$ cat src/rtl/mem_arb_pkg.sv
// Shared types and constants for the N-port memory arbiter.
package mem_arb_pkg;

    typedef enum logic [1:0] {
        IDLE    = 2'd0,
        BUSY    = 2'd1,
        RELEASE = 2'd2
    } state_t;

    localparam int unsigned CNT_W    = 4;
    localparam logic [3:0]  LOSS_SAT = 4'd15;

    // Saturating increment for the per-port loss counters.
    function automatic logic [CNT_W-1:0] sat_inc(input logic [CNT_W-1:0] cnt);
        return (cnt == LOSS_SAT) ? cnt : cnt + CNT_W'(1);
    endfunction

endpackage

$ cat src/rtl/mem_arbiter_n_if.sv
// Requester-side and physical-memory-side signals of the N-port arbiter.
interface mem_arbiter_n_if #(
    parameter int unsigned NUM_PORTS = 2,
    parameter int unsigned ADDR_W    = 32,
    parameter int unsigned DATA_W    = 256
);
    localparam int unsigned IDX_W = $clog2(NUM_PORTS);

    logic [NUM_PORTS-1:0]        req_read;
    logic [NUM_PORTS-1:0]        req_write;
    logic [NUM_PORTS*ADDR_W-1:0] req_addr;
    logic [NUM_PORTS*DATA_W-1:0] req_wdata;
    logic [NUM_PORTS-1:0]        req_resp;
    logic [DATA_W-1:0]           req_rdata;
    logic                        pmem_read;
    logic                        pmem_write;
    logic [ADDR_W-1:0]           pmem_address;
    logic [DATA_W-1:0]           pmem_wdata;
    logic [DATA_W-1:0]           pmem_rdata;
    logic                        pmem_resp;
    logic [IDX_W-1:0]            grant_id;
    logic                        busy;

    // Arbiter side.
    modport master (
        input  req_read, req_write, req_addr, req_wdata, pmem_rdata, pmem_resp,
        output req_resp, req_rdata, pmem_read, pmem_write, pmem_address, pmem_wdata,
               grant_id, busy
    );

    // Requesters plus memory model side.
    modport slave (
        output req_read, req_write, req_addr, req_wdata, pmem_rdata, pmem_resp,
        input  req_resp, req_rdata, pmem_read, pmem_write, pmem_address, pmem_wdata,
               grant_id, busy
    );

endinterface

$ cat src/rtl/arb_picker.sv
// Combinational winner selection: starved ports first, then round robin or fixed priority.
module arb_picker #(
    parameter int unsigned NUM_PORTS = 2,
    parameter int unsigned RR_MODE   = 1
) (
    input  logic [NUM_PORTS-1:0]         pending,
    input  logic [$clog2(NUM_PORTS)-1:0] last_grant,
    input  logic [NUM_PORTS-1:0]         starved,
    output logic                         valid_c,
    output logic [$clog2(NUM_PORTS)-1:0] winner_c
);
    localparam int unsigned IDX_W = $clog2(NUM_PORTS);

    logic [NUM_PORTS-1:0] hungry;
    int unsigned          rr_idx;
    logic [IDX_W-1:0]     rr_pos;

    assign hungry = pending & starved;

    // Loops run downward so the lowest index / shortest distance is written last and wins.
    always_comb begin
        valid_c  = |pending;
        winner_c = '0;
        rr_idx   = 0;
        rr_pos   = '0;
        if (|hungry) begin
            for (int i = NUM_PORTS - 1; i >= 0; i--) begin
                if (hungry[i]) winner_c = IDX_W'(i);
            end
        end else if (RR_MODE != 0) begin
            for (int unsigned k = NUM_PORTS; k >= 1; k--) begin
                rr_idx = (32'(last_grant) + k) % NUM_PORTS;
                rr_pos = IDX_W'(rr_idx);
                if (pending[rr_pos]) winner_c = rr_pos;
            end
        end else begin
            for (int i = NUM_PORTS - 1; i >= 0; i--) begin
                if (pending[i]) winner_c = IDX_W'(i);
            end
        end
    end

endmodule

$ cat src/rtl/mem_arbiter_n.sv
// N-port arbiter in front of the single physical-memory port: FSM, command latch,
// loss counters for starvation protection and response routing.
module mem_arbiter_n
    import mem_arb_pkg::*;
#(
    parameter int unsigned NUM_PORTS    = 2,
    parameter int unsigned ADDR_W       = 32,
    parameter int unsigned DATA_W       = 256,
    parameter int unsigned RR_MODE      = 1,
    parameter int unsigned STARVE_LIMIT = 4
) (
    input logic            clk,
    input logic            rst,
    mem_arbiter_n_if.master bus
);
    localparam int unsigned IDX_W = $clog2(NUM_PORTS);

    state_t              state;
    logic [IDX_W-1:0]    last_grant;
    logic [IDX_W-1:0]    grant_q;
    logic                busy_q;
    logic                rd_q;
    logic                wr_q;
    logic [ADDR_W-1:0]   addr_q;
    logic [DATA_W-1:0]   wdata_q;
    logic [CNT_W-1:0]    loss_cnt [NUM_PORTS];

    logic [NUM_PORTS-1:0] pending;
    logic [NUM_PORTS-1:0] starved;
    logic [NUM_PORTS-1:0] resp_c;
    logic                 pick_valid_c;
    logic [IDX_W-1:0]     pick_win_c;
    logic [ADDR_W-1:0]    sel_addr_c;
    logic [DATA_W-1:0]    sel_wdata_c;
    logic                 sel_rd_c;
    logic                 sel_wr_c;

    assign pending = bus.req_read | bus.req_write;

    always_comb begin
        starved = '0;
        for (int i = 0; i < NUM_PORTS; i++) begin
            starved[i] = (loss_cnt[i] >= CNT_W'(STARVE_LIMIT));
        end
    end

    arb_picker #(
        .NUM_PORTS (NUM_PORTS),
        .RR_MODE   (RR_MODE)
    ) u_picker (
        .pending    (pending),
        .last_grant (last_grant),
        .starved    (starved),
        .valid_c    (pick_valid_c),
        .winner_c   (pick_win_c)
    );

    // Winner's command mux.
    always_comb begin
        sel_addr_c  = '0;
        sel_wdata_c = '0;
        sel_rd_c    = 1'b0;
        sel_wr_c    = 1'b0;
        for (int i = 0; i < NUM_PORTS; i++) begin
            if (pick_win_c == IDX_W'(i)) begin
                sel_addr_c  = bus.req_addr[i*ADDR_W +: ADDR_W];
                sel_wdata_c = bus.req_wdata[i*DATA_W +: DATA_W];
                sel_rd_c    = bus.req_read[i];
                sel_wr_c    = bus.req_write[i];
            end
        end
    end

    // FSM with the command latch; a write wins over a simultaneous read.
    always_ff @(posedge clk) begin
        if (rst) begin
            state      <= IDLE;
            last_grant <= IDX_W'(NUM_PORTS - 1);
            grant_q    <= '0;
            busy_q     <= 1'b0;
            rd_q       <= 1'b0;
            wr_q       <= 1'b0;
            addr_q     <= '0;
            wdata_q    <= '0;
            for (int i = 0; i < NUM_PORTS; i++) loss_cnt[i] <= '0;
        end else begin
            case (state)
                IDLE: begin
                    if (pick_valid_c) begin
                        state      <= BUSY;
                        busy_q     <= 1'b1;
                        grant_q    <= pick_win_c;
                        last_grant <= pick_win_c;
                        wr_q       <= sel_wr_c;
                        rd_q       <= sel_rd_c & ~sel_wr_c;
                        addr_q     <= sel_addr_c;
                        wdata_q    <= sel_wdata_c;
                        for (int i = 0; i < NUM_PORTS; i++) begin
                            if (pick_win_c == IDX_W'(i)) loss_cnt[i] <= '0;
                            else if (pending[i])         loss_cnt[i] <= sat_inc(loss_cnt[i]);
                            else                         loss_cnt[i] <= '0;
                        end
                    end
                end
                BUSY: begin
                    if (bus.pmem_resp) begin
                        state   <= RELEASE;
                        busy_q  <= 1'b0;
                        rd_q    <= 1'b0;
                        wr_q    <= 1'b0;
                        grant_q <= '0;
                    end
                end
                RELEASE: state <= IDLE;
                default: state <= IDLE;
            endcase
        end
    end

    // Completion pulse goes only to the granted port, and only while BUSY.
    always_comb begin
        resp_c = '0;
        if (state == BUSY && bus.pmem_resp) begin
            for (int i = 0; i < NUM_PORTS; i++) begin
                resp_c[i] = (grant_q == IDX_W'(i));
            end
        end
    end

    assign bus.req_resp     = resp_c;
    assign bus.req_rdata    = bus.pmem_rdata;
    assign bus.pmem_read    = rd_q;
    assign bus.pmem_write   = wr_q;
    assign bus.pmem_address = addr_q;
    assign bus.pmem_wdata   = wdata_q;
    assign bus.grant_id     = grant_q;
    assign bus.busy         = busy_q;

endmodule

$ cat src/flat_wrapper.sv
// flat-port wrapper written by rule: the top's interface ports become plain ports
module mem_arbiter_n_flat import mem_arb_pkg::*;
#(
    parameter int unsigned NUM_PORTS    = 2,
    parameter int unsigned ADDR_W       = 32,
    parameter int unsigned DATA_W       = 256,
    parameter int unsigned RR_MODE      = 1,
    parameter int unsigned STARVE_LIMIT = 4
)
  (clk, rst, bus_req_read, bus_req_write, bus_req_addr, bus_req_wdata, bus_pmem_rdata, bus_pmem_resp, bus_req_resp, bus_req_rdata, bus_pmem_read, bus_pmem_write, bus_pmem_address, bus_pmem_wdata, bus_grant_id, bus_busy);
  mem_arbiter_n_if #(.NUM_PORTS(NUM_PORTS), .ADDR_W(ADDR_W), .DATA_W(DATA_W)) bus_i ();
  input logic clk;
  input logic rst;
  input wire logic [$bits(bus_i.req_read)-1:0] bus_req_read;
  input wire logic [$bits(bus_i.req_write)-1:0] bus_req_write;
  input wire logic [$bits(bus_i.req_addr)-1:0] bus_req_addr;
  input wire logic [$bits(bus_i.req_wdata)-1:0] bus_req_wdata;
  input wire logic [$bits(bus_i.pmem_rdata)-1:0] bus_pmem_rdata;
  input wire logic [$bits(bus_i.pmem_resp)-1:0] bus_pmem_resp;
  output wire logic [$bits(bus_i.req_resp)-1:0] bus_req_resp;
  output wire logic [$bits(bus_i.req_rdata)-1:0] bus_req_rdata;
  output wire logic [$bits(bus_i.pmem_read)-1:0] bus_pmem_read;
  output wire logic [$bits(bus_i.pmem_write)-1:0] bus_pmem_write;
  output wire logic [$bits(bus_i.pmem_address)-1:0] bus_pmem_address;
  output wire logic [$bits(bus_i.pmem_wdata)-1:0] bus_pmem_wdata;
  output wire logic [$bits(bus_i.grant_id)-1:0] bus_grant_id;
  output wire logic [$bits(bus_i.busy)-1:0] bus_busy;
  assign bus_i.req_read = bus_req_read;
  assign bus_i.req_write = bus_req_write;
  assign bus_i.req_addr = bus_req_addr;
  assign bus_i.req_wdata = bus_req_wdata;
  assign bus_i.pmem_rdata = bus_pmem_rdata;
  assign bus_i.pmem_resp = bus_pmem_resp;
  assign bus_req_resp = bus_i.req_resp;
  assign bus_req_rdata = bus_i.req_rdata;
  assign bus_pmem_read = bus_i.pmem_read;
  assign bus_pmem_write = bus_i.pmem_write;
  assign bus_pmem_address = bus_i.pmem_address;
  assign bus_pmem_wdata = bus_i.pmem_wdata;
  assign bus_grant_id = bus_i.grant_id;
  assign bus_busy = bus_i.busy;
  mem_arbiter_n #(.NUM_PORTS(NUM_PORTS), .ADDR_W(ADDR_W), .DATA_W(DATA_W), .RR_MODE(RR_MODE), .STARVE_LIMIT(STARVE_LIMIT)) u_core (.clk(clk), .rst(rst), .bus(bus_i));
endmodule
$ cat config.mk
export PLATFORM = sky130hd
export DESIGN_NAME = mem_arbiter_n_flat
export DESIGN_NICKNAME = d
export VERILOG_FILES = /design/src/rtl/mem_arb_pkg.sv /design/src/rtl/mem_arbiter_n_if.sv /design/src/rtl/arb_picker.sv /design/src/rtl/mem_arbiter_n.sv /design/src/flat_wrapper.sv
export SDC_FILE = /design/constraint.sdc
export NUM_CORES = 1
export LEC_CHECK = 0
export CAP_MARGIN = 20
export CORE_AREA = 2 2 543 545
export CTS_CLUSTER_DIAMETER = 30
export DETAILED_ROUTE_END_ITERATION = 8
export DIE_AREA = 0 0 545 547
export GPL_TIMING_DRIVEN = 0
export HOLD_SLACK_MARGIN = 0.06
export PLACE_DENSITY_LB_ADDON = 0.15
export SLEW_MARGIN = 20
export SYNTH_ARGS = -nofsm -noshare
export SYNTH_HDL_FRONTEND = slang
export SYNTH_HIERARCHICAL = 1
export SYNTH_SLANG_ARGS = --single-unit
$ cat constraint.sdc
create_clock -name clk -period 5.3 [get_ports clk]
set_input_delay 1.59 -clock clk [delete_from_list [all_inputs] [get_ports clk]]
set_output_delay 1.59 -clock clk [all_outputs]
set_load 0.02 [all_outputs]
**Run 1: signal wires on met2**

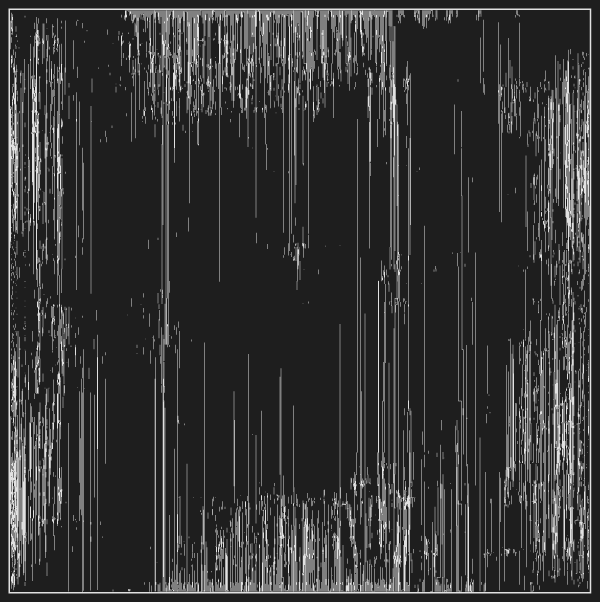
share of all routed wire	47%
wire length on this layer	74.1 mm
nets with wire on the layer	3236

**Run 1: placement density heat map**

The bar under the picture is 200 um long. 27 x 27 tiles, from black (low) to pale yellow (high), 0 to 100% covered.
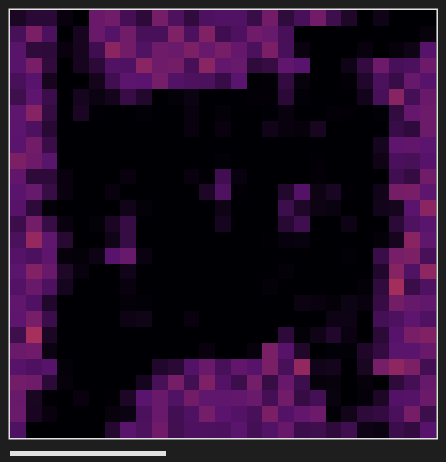
emptiest ninth of the die	centre
nearly empty tiles	46%
mean over tiles	10%

==> results.sh, run 1 <==
# flow metrics
export IMPL_worst_ir_drop_vdd_mv=0.203
export IMPL_avgSynthCellArea_sq_um=9.58
export IMPL_design_area_sq_um=35600
export IMPL_cp_endpoint="bus_req_resp[1]"
export IMPL_yosys_cells=1557
export IMPL_gp_congestion=0.751
export IMPL_critPathLaunch="bus_pmem_resp"
export IMPL_post_cts_resize_count=0
export IMPL_grt_pass1_vias=18400
export IMPL_core_area_sq_um=293000
export IMPL_worstPathRequired_ns=3.71
export IMPL_hold_end="u_core/bus.pmem_address[8]"
export IMPL_yosysTopAreaCell="dfxtp_1"
export IMPL_largest_reg_flops=256
export IMPL_yosys_most_used_dff="dfxtp_1"
export IMPL_yosys_area_sq_um=14900
export IMPL_critPathLaunchType="input port"
export IMPL_ios=1389
export IMPL_r2r_setup_slack_ns=1.71
export IMPL_pwr_density_cell_nw_per_um2=384
export IMPL_r2r_start="u_core/loss_cnt[0][2]"
export IMPL_nets=3676
export IMPL_max_freq_mhz=207
export IMPL_setup_tns_ns=0
export IMPL_synth_adder_area_share_pct=0.168
export IMPL_p_total_mw=13.7
export IMPL_top_logic_kind="buffers and inverters"
export IMPL_largest_cell_class="buffers"
export IMPL_setup_violations_final=0
export IMPL_gr_usage_met2_pct=17.0
export IMPL_synthMostInstantiatedCell="dfxtp_1"
export IMPL_p_comb_mw=3.43
export IMPL_yosys_area_top_type_share_pct=39.6
export IMPL_p_seq_share_pct=20.3
export IMPL_aoi_share_pct=15.7
export IMPL_tightest_slew_ns=1.10
export IMPL_syn_area_sq_um=14900
export IMPL_crit_chain="clkdlybuf4s50_1 -> nand3b_1 -> nor2_1 -> clkdlybuf4s50_1"
export IMPL_final_cell_count_no_fill=6883
export IMPL_rr_worst_depth=8
export IMPL_fp_utilization_pct=5.10
export IMPL_leakage_nw=13.2
export IMPL_syn_to_final_growth_pct=139
export IMPL_ys_seq_share_pct=41.2
export IMPL_top_power_group="the clock network"
export IMPL_met1_length_um=61800
export IMPL_top_cells_by_count="dfxtp_1 (295), buf_4 (257), nor2_1 (248)"
export IMPL_swShare_pct=30.8
export IMPL_drtIter0Drc=565
export IMPL_grt_max_degree=12
export IMPL_crit_arrival_ns=3.25
export IMPL_cts_tree="yes"
export IMPL_route_met2_wl_um=74100
export IMPL_comb_share_pct=17.5
export IMPL_buf_share_pct=39.0
export IMPL_routed_via_density=2.58
export IMPL_n_all_buffers=1518
export IMPL_comb_area_sq_um=6230
export IMPL_grt_pass1_wl_um=197000
export IMPL_mux_share_pct=16.1
export IMPL_num_vias=17700
export IMPL_first_pass_iters=4
export IMPL_place_inst=6609
export IMPL_rsz0062_at_grt="false"
export IMPL_layout_setup_ws_ns=0.462
export IMPL_tool_warnings=26
export IMPL_powerClk_mw=7.45
export IMPL_cpMaxStageDelayCell="clkdlybuf4s50_1"
export IMPL_cp_depth=4
export IMPL_ys_types=32
export IMPL_area_leaders="dfxtp_1 (40%), mux2i_1 (16%), buf_4 (13%)"
export IMPL_inverters_excl_clock=4
export IMPL_power_frac_comb_pct=25.1
export IMPL_cap_viol_max_count=0
export IMPL_cts_hold_buf=0
export IMPL_rr_endpoint="u_core/bus.pmem_wdata[233]"
export IMPL_postPlaceCellArea_sq_um=31200
export IMPL_routed_top_layer="met5"
export IMPL_hold_class="reg2reg"
export IMPL_layout_top_cell="clkdlybuf4s50_1"
export IMPL_period_used_pct=91.3
export IMPL_final_cell_mix="clkdlybuf4s50_1 (1132), dfxtp_1 (295), buf_4 (257), nor2_1 (248), mux2i_1 (239)"
export IMPL_n_tap_cell=3919
export IMPL_gr_usage_met1_pct=11.3
export IMPL_io_buffer_count=1132
export IMPL_worstSkewPairLatency_ns=0.76
export IMPL_slew_viol_final=0
export IMPL_synth_flops=303
export IMPL_finClkSkew_ns=0.0451
export IMPL_slew_headroom_pct=26.8
export IMPL_ff_count=303
export IMPL_synthArstFlopShare_pct=0
export IMPL_clock_sinks=303
export IMPL_ys_warn_count=6
export IMPL_crit_type="in2out"
export IMPL_wl_met3_um=18000
export IMPL_min_delay_path_depth=1
export IMPL_clock_path_buffers=4
export IMPL_dp_hpwl_um=137000
export IMPL_crit_family="buffers and inverters"
export IMPL_dieHeight_um=547
export IMPL_nFillCells=33500
export IMPL_dieArea_sq_um=298000
export IMPL_ys_sh_xor_pct=0.235
export IMPL_whs_ns=0.480
export IMPL_drive_gt1_share_pct=17.9
export IMPL_synth_cells=1557
export IMPL_synth_edff_count=8
export IMPL_p_int_mw=9.46
export IMPL_power_share_clock_pct=54.5
export IMPL_preCtsSetupSlack_ns=-0.432
export IMPL_syn_nets=2398
export IMPL_hold_viol=0
export IMPL_seq_share_pct=17.3
export IMPL_clkSlewWorstSetupHoldPaths_ns=0.03
export IMPL_wire_per_inst_um=23.1
export IMPL_hp_start="u_core/bus.pmem_address[8]"
export IMPL_gr_total_overflow=0
export IMPL_critical_path_max_stage_delay_ns=0.64
export IMPL_status="finished, final reports clean"
export IMPL_clkCellAreaFrac_pct=12.2
export IMPL_drt_wl_total_um=159000
export IMPL_antenna_found_initial=142
export IMPL_p_sw_mw=4.20
export IMPL_flop_area_sq_um=6150
export IMPL_drtAntennaViolNets=0
export IMPL_cts_setup_buffers=0
export IMPL_ys_sh_simple_pct=9.45
export IMPL_powerSeq_mw=2.78
export IMPL_grt_use_total_pct=10.2
export IMPL_antennaDiodeCount=32
export IMPL_drc=0
export IMPL_grt_busiest_layer="met2"
**Run 1: routing congestion map**

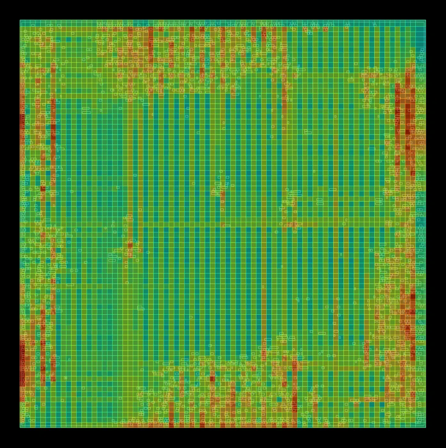
GR Util met3: 4.96%
fin util: 12.2%

## Run 2: what changed since run 1
Settings changed: RECOVER_POWER set to 100.
==> results.sh, run 2 <==
# flow metrics
export IMPL_status="finished with violations"
export IMPL_violations="capacitance limit, slew limit"
export IMPL_setup_violations_final=0
export IMPL_postPlaceCellArea_sq_um=31200
export IMPL_preCtsSetupSlack_ns=-0.432
export IMPL_drtIter0Drc=538
export IMPL_hold_viol=0
export IMPL_synth_edff_count=8
export IMPL_grt_max_degree=12
export IMPL_clock_sinks=303
export IMPL_aoi_share_pct=15.7
export IMPL_cts_hold_buf=0
export IMPL_synth_cells=1557
export IMPL_n_all_buffers=1518
export IMPL_final_core_util_pct=12.2
export IMPL_ys_sh_xor_pct=0.235
export IMPL_n_tap_cell=3919
export IMPL_whs_ns=0.475
export IMPL_synthArstFlopShare_pct=0
export IMPL_hold_class="reg2reg"
export IMPL_syn_to_final_growth_pct=139
export IMPL_dieHeight_um=547
export IMPL_comb_area_sq_um=6220
export IMPL_drc=0
export IMPL_drive_gt1_share_pct=17.5
export IMPL_grt_pass1_vias=18400
export IMPL_tightest_slew_ns=1.78
export IMPL_comb_share_pct=17.5
export IMPL_power_share_clock_pct=55.1
export IMPL_routed_top_layer="met5"
export IMPL_layout_setup_ws_ns=0.380
export IMPL_p_total_mw=13.5
export IMPL_dieArea_sq_um=298000
export IMPL_crit_type="in2out"
export IMPL_power_frac_comb_pct=24.4
export IMPL_route_met2_wl_um=74100
export IMPL_met1_length_um=61600
export IMPL_ys_seq_share_pct=41.2
export IMPL_yosys_most_used_dff="dfxtp_1"
export IMPL_nets=3676
export IMPL_yosys_cells=1557
export IMPL_cts_tree="yes"
export IMPL_design_area_sq_um=35600
export IMPL_dp_hpwl_um=137000
export IMPL_worst_ir_drop_vdd_mv=0.204
export IMPL_place_inst=6609
export IMPL_clock_path_buffers=4
export IMPL_p_int_mw=9.32
export IMPL_cpMaxStageDelayCell="dlygate4sd3_1"
export IMPL_p_seq_share_pct=20.5
export IMPL_synth_adder_area_share_pct=0.168
export IMPL_slew_headroom_pct=-18.9
export IMPL_largest_reg_flops=256
export IMPL_synthMostInstantiatedCell="dfxtp_1"
export IMPL_yosysTopAreaCell="dfxtp_1"
export IMPL_hp_start="u_core/bus.pmem_wdata[203]"
export IMPL_ff_count=303
export IMPL_wire_per_inst_um=23.1
export IMPL_flop_area_sq_um=6150
export IMPL_powerSeq_mw=2.76
export IMPL_ys_warn_count=6
export IMPL_core_area_sq_um=293000
export IMPL_layout_top_cell="clkdlybuf4s50_1"
export IMPL_final_cell_mix="clkdlybuf4s50_1 (580), dlygate4sd3_1 (552), dfxtp_1 (295), buf_4 (257), nor2_1 (248)"
export IMPL_avgSynthCellArea_sq_um=9.58
export IMPL_synth_flops=303
export IMPL_first_pass_iters=6
export IMPL_grt_pass1_wl_um=197000
export IMPL_grt_use_total_pct=10.2
export IMPL_worstPathRequired_ns=3.71
export IMPL_antenna_found_initial=143
export IMPL_gr_usage_met2_pct=17.0
export IMPL_r2r_setup_slack_ns=1.38
export IMPL_worstSkewPairLatency_ns=0.76
export IMPL_inverters_excl_clock=4
export IMPL_swShare_pct=31.0
export IMPL_syn_nets=2398
export IMPL_leakage_nw=13.8
export IMPL_ios=1389
export IMPL_slew_viol_final=12
export IMPL_seq_share_pct=17.3
export IMPL_critPathLaunch="bus_pmem_resp"
export IMPL_critical_path_max_stage_delay_ns=0.71
export IMPL_top_power_group="the clock network"
export IMPL_mux_share_pct=16.1
export IMPL_gr_total_overflow=0
export IMPL_top_logic_kind="buffers and inverters"
export IMPL_gp_congestion=0.751
export IMPL_grt_use_met3_pct=4.96
export IMPL_yosys_area_sq_um=14900
export IMPL_p_comb_mw=3.29
export IMPL_crit_chain="clkdlybuf4s50_1 -> nand3b_1 -> nor2_1 -> dlygate4sd3_1"
export IMPL_buf_share_pct=39.0
export IMPL_root_buffer="clkbuf_16"
export IMPL_ys_sh_simple_pct=9.45
export IMPL_grt_busiest_layer="met2"
export IMPL_area_leaders="dfxtp_1 (40%), mux2i_1 (16%), buf_4 (13%)"
export IMPL_routed_via_density=2.57
export IMPL_cp_depth=4
export IMPL_crit_arrival_ns=3.33
export IMPL_critPathLaunchType="input port"
export IMPL_ys_types=32
export IMPL_cap_viol_max_count=1
export IMPL_min_delay_path_depth=1
export IMPL_rr_endpoint="u_core/bus.pmem_wdata[53]"
**Run 2: signal wires on met2**

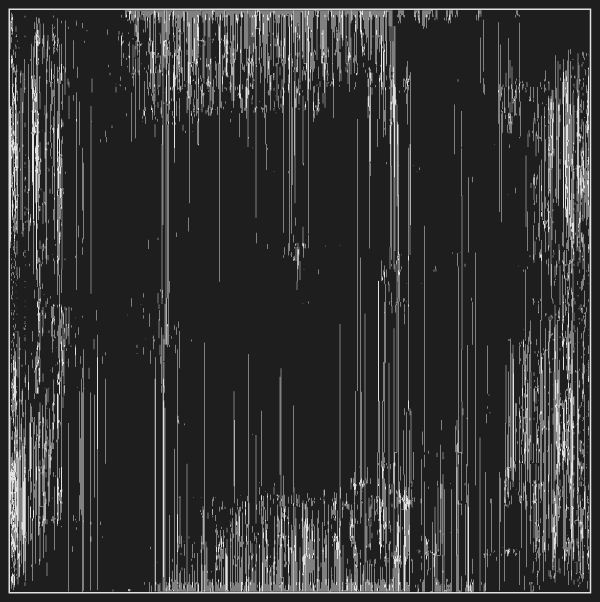
longest straight run	264 um
nets with wire on the layer	3234
main direction	vertical
wire length on this layer	74.1 mm

**Run 2: met1 routing**

The bar under the picture is 200 um long.
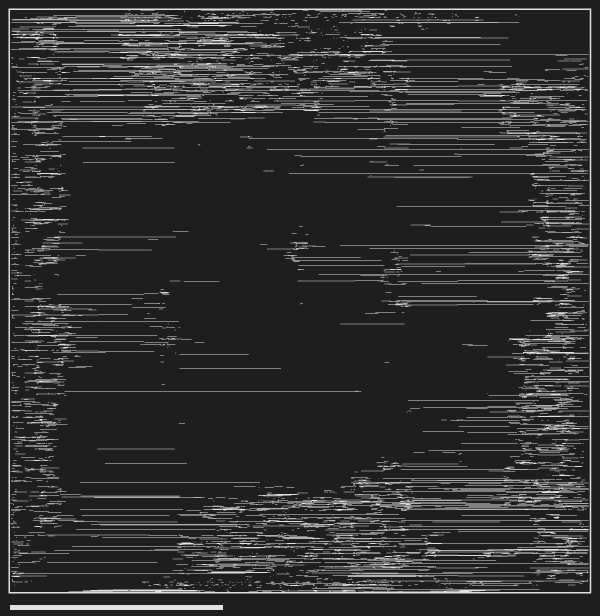
wire length on this layer	61.6 mm
longest straight run	302 um
share of all routed wire	39%
nets with wire on the layer	3205
main direction	horizontal

## Run 3: what changed since run 2
Settings changed: CORE_AREA 2 2 543 545 to 2 2 536 538, DIE_AREA 0 0 545 547 to 0 0 538 540, SLEW_MARGIN 20 to not set.
Clock period 5.3 ns to 5.4 ns, I/O delays scaled along.
==> results.sh, run 3 <==
# flow metrics
export IMPL_status="finished with violations"
export IMPL_violations="capacitance limit"
export IMPL_syn_area_sq_um=14900
export IMPL_largest_cell_class="buffers"
export IMPL_cpMaxStageDelayCell="dlygate4sd3_1"
export IMPL_layout_top_cell="clkdlybuf4s50_1"
export IMPL_fp_utilization_pct=5.24
export IMPL_critPathLaunchType="input port"
export IMPL_mux_share_pct=16.1
export IMPL_period_used_pct=93.5
export IMPL_wl_met3_um=17600
export IMPL_drtAntennaViolNets=0
export IMPL_r2r_start="u_core/loss_cnt[0][2]"
export IMPL_gp_congestion=0.751
export IMPL_yosys_area_top_type_share_pct=39.6
export IMPL_max_freq_mhz=198
export IMPL_hold_end="u_core/bus.pmem_wdata[182]"
export IMPL_cts_hold_buf=0
export IMPL_yosysTopAreaCell="dfxtp_1"
export IMPL_critPathLaunch="bus_pmem_resp"
export IMPL_rsz0062_at_grt="false"
export IMPL_grt_busiest_layer="met2"
export IMPL_ios=1389
export IMPL_syn_to_final_growth_pct=137
export IMPL_n_tap_cell=3762
export IMPL_post_cts_resize_count=0
export IMPL_postPlaceCellArea_sq_um=31100
export IMPL_p_seq_share_pct=20.7
export IMPL_p_sw_mw=4.02
export IMPL_antenna_found_initial=130
export IMPL_syn_nets=2398
export IMPL_crit_arrival_ns=3.43
export IMPL_final_cell_mix="clkdlybuf4s50_1 (580), dlygate4sd3_1 (552), dfxtp_1 (295), buf_4 (258), nor2_1 (248)"
export IMPL_antennaDiodeCount=29
export IMPL_comb_share_pct=17.6
export IMPL_ys_sh_xor_pct=0.235
export IMPL_pwr_density_cell_nw_per_um2=371
export IMPL_grt_use_met3_pct=5.09
export IMPL_layout_setup_ws_ns=0.349
export IMPL_synth_cells=1557
export IMPL_p_total_mw=13.1
export IMPL_p_comb_mw=3.25
export IMPL_area_leaders="dfxtp_1 (40%), mux2i_1 (16%), buf_4 (13%)"
export IMPL_design_area_sq_um=35300
export IMPL_whs_ns=0.471
export IMPL_aoi_share_pct=15.7
export IMPL_worstPathRequired_ns=3.78
export IMPL_grt_use_total_pct=10.3
export IMPL_slew_viol_final=0
export IMPL_clkSlewWorstSetupHoldPaths_ns=0.03
export IMPL_crit_family="buffers and inverters"
export IMPL_top_power_group="the clock network"
export IMPL_finClkSkew_ns=0.0486
export IMPL_final_cell_count_no_fill=6723
export IMPL_flop_area_sq_um=6150
export IMPL_p_int_mw=9.09
export IMPL_dieHeight_um=540
export IMPL_routed_top_layer="met5"
export IMPL_preCtsSetupSlack_ns=-0.345
export IMPL_ys_sh_simple_pct=9.45
export IMPL_ys_warn_count=6
export IMPL_yosys_area_sq_um=14900
export IMPL_hp_start="u_core/bus.pmem_wdata[182]"
export IMPL_place_inst=6458
export IMPL_leakage_nw=13.8
export IMPL_setup_violations_final=0
export IMPL_nets=3679
export IMPL_avgSynthCellArea_sq_um=9.58
export IMPL_dp_hpwl_um=135000
export IMPL_num_vias=17700
export IMPL_core_area_sq_um=284000
export IMPL_root_buffer="clkbuf_16"
export IMPL_synth_adder_area_share_pct=0.168
export IMPL_largest_reg_flops=256
export IMPL_io_buffer_count=1132
export IMPL_rr_worst_depth=9
export IMPL_cp_endpoint="bus_req_resp[1]"
export IMPL_drtIter0Drc=516
export IMPL_cap_viol_max_count=1
export IMPL_top_logic_kind="buffers and inverters"
export IMPL_gr_usage_met2_pct=17.3
export IMPL_yosys_most_used_dff="dfxtp_1"
export IMPL_ys_seq_share_pct=41.2
export IMPL_dieArea_sq_um=291000
export IMPL_cp_depth=4
export IMPL_swShare_pct=30.7
export IMPL_min_delay_path_depth=1
export IMPL_powerClk_mw=7.15
export IMPL_crit_chain="clkdlybuf4s50_1 -> nand3b_1 -> nor2_1 -> dlygate4sd3_1"
export IMPL_route_met2_wl_um=73200
export IMPL_clkCellAreaFrac_pct=12.1
**Run 3: signal wires on met2**

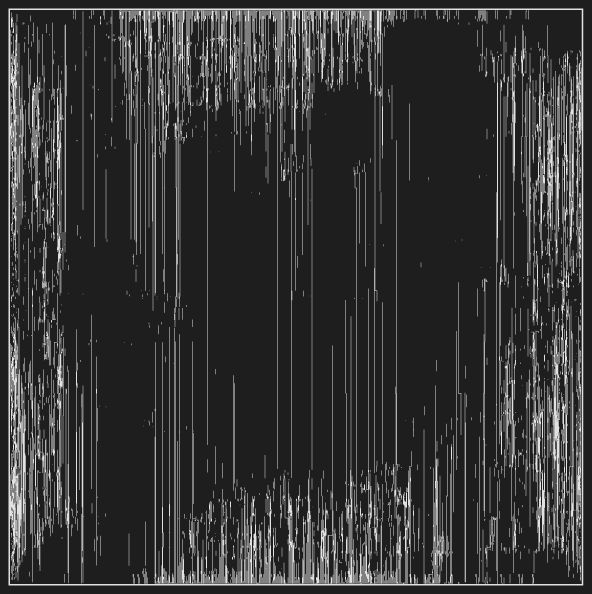
longest straight run	431 um
nets with wire on the layer	3228

**Run 3: placement density heat map**

The bar under the picture is 200 um long. 27 x 27 tiles, from black (low) to pale yellow (high), 0 to 100% covered.
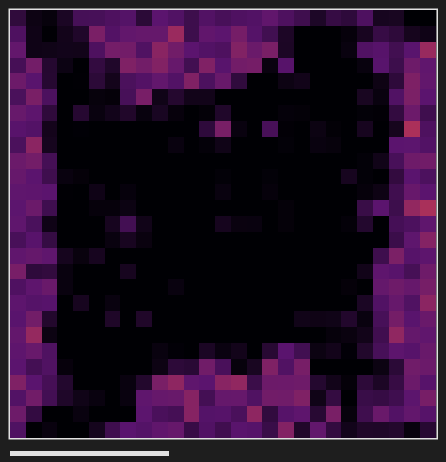
mean over tiles	11%
emptiest ninth of the die	centre
nearly empty tiles	45%
fullest tile	45%

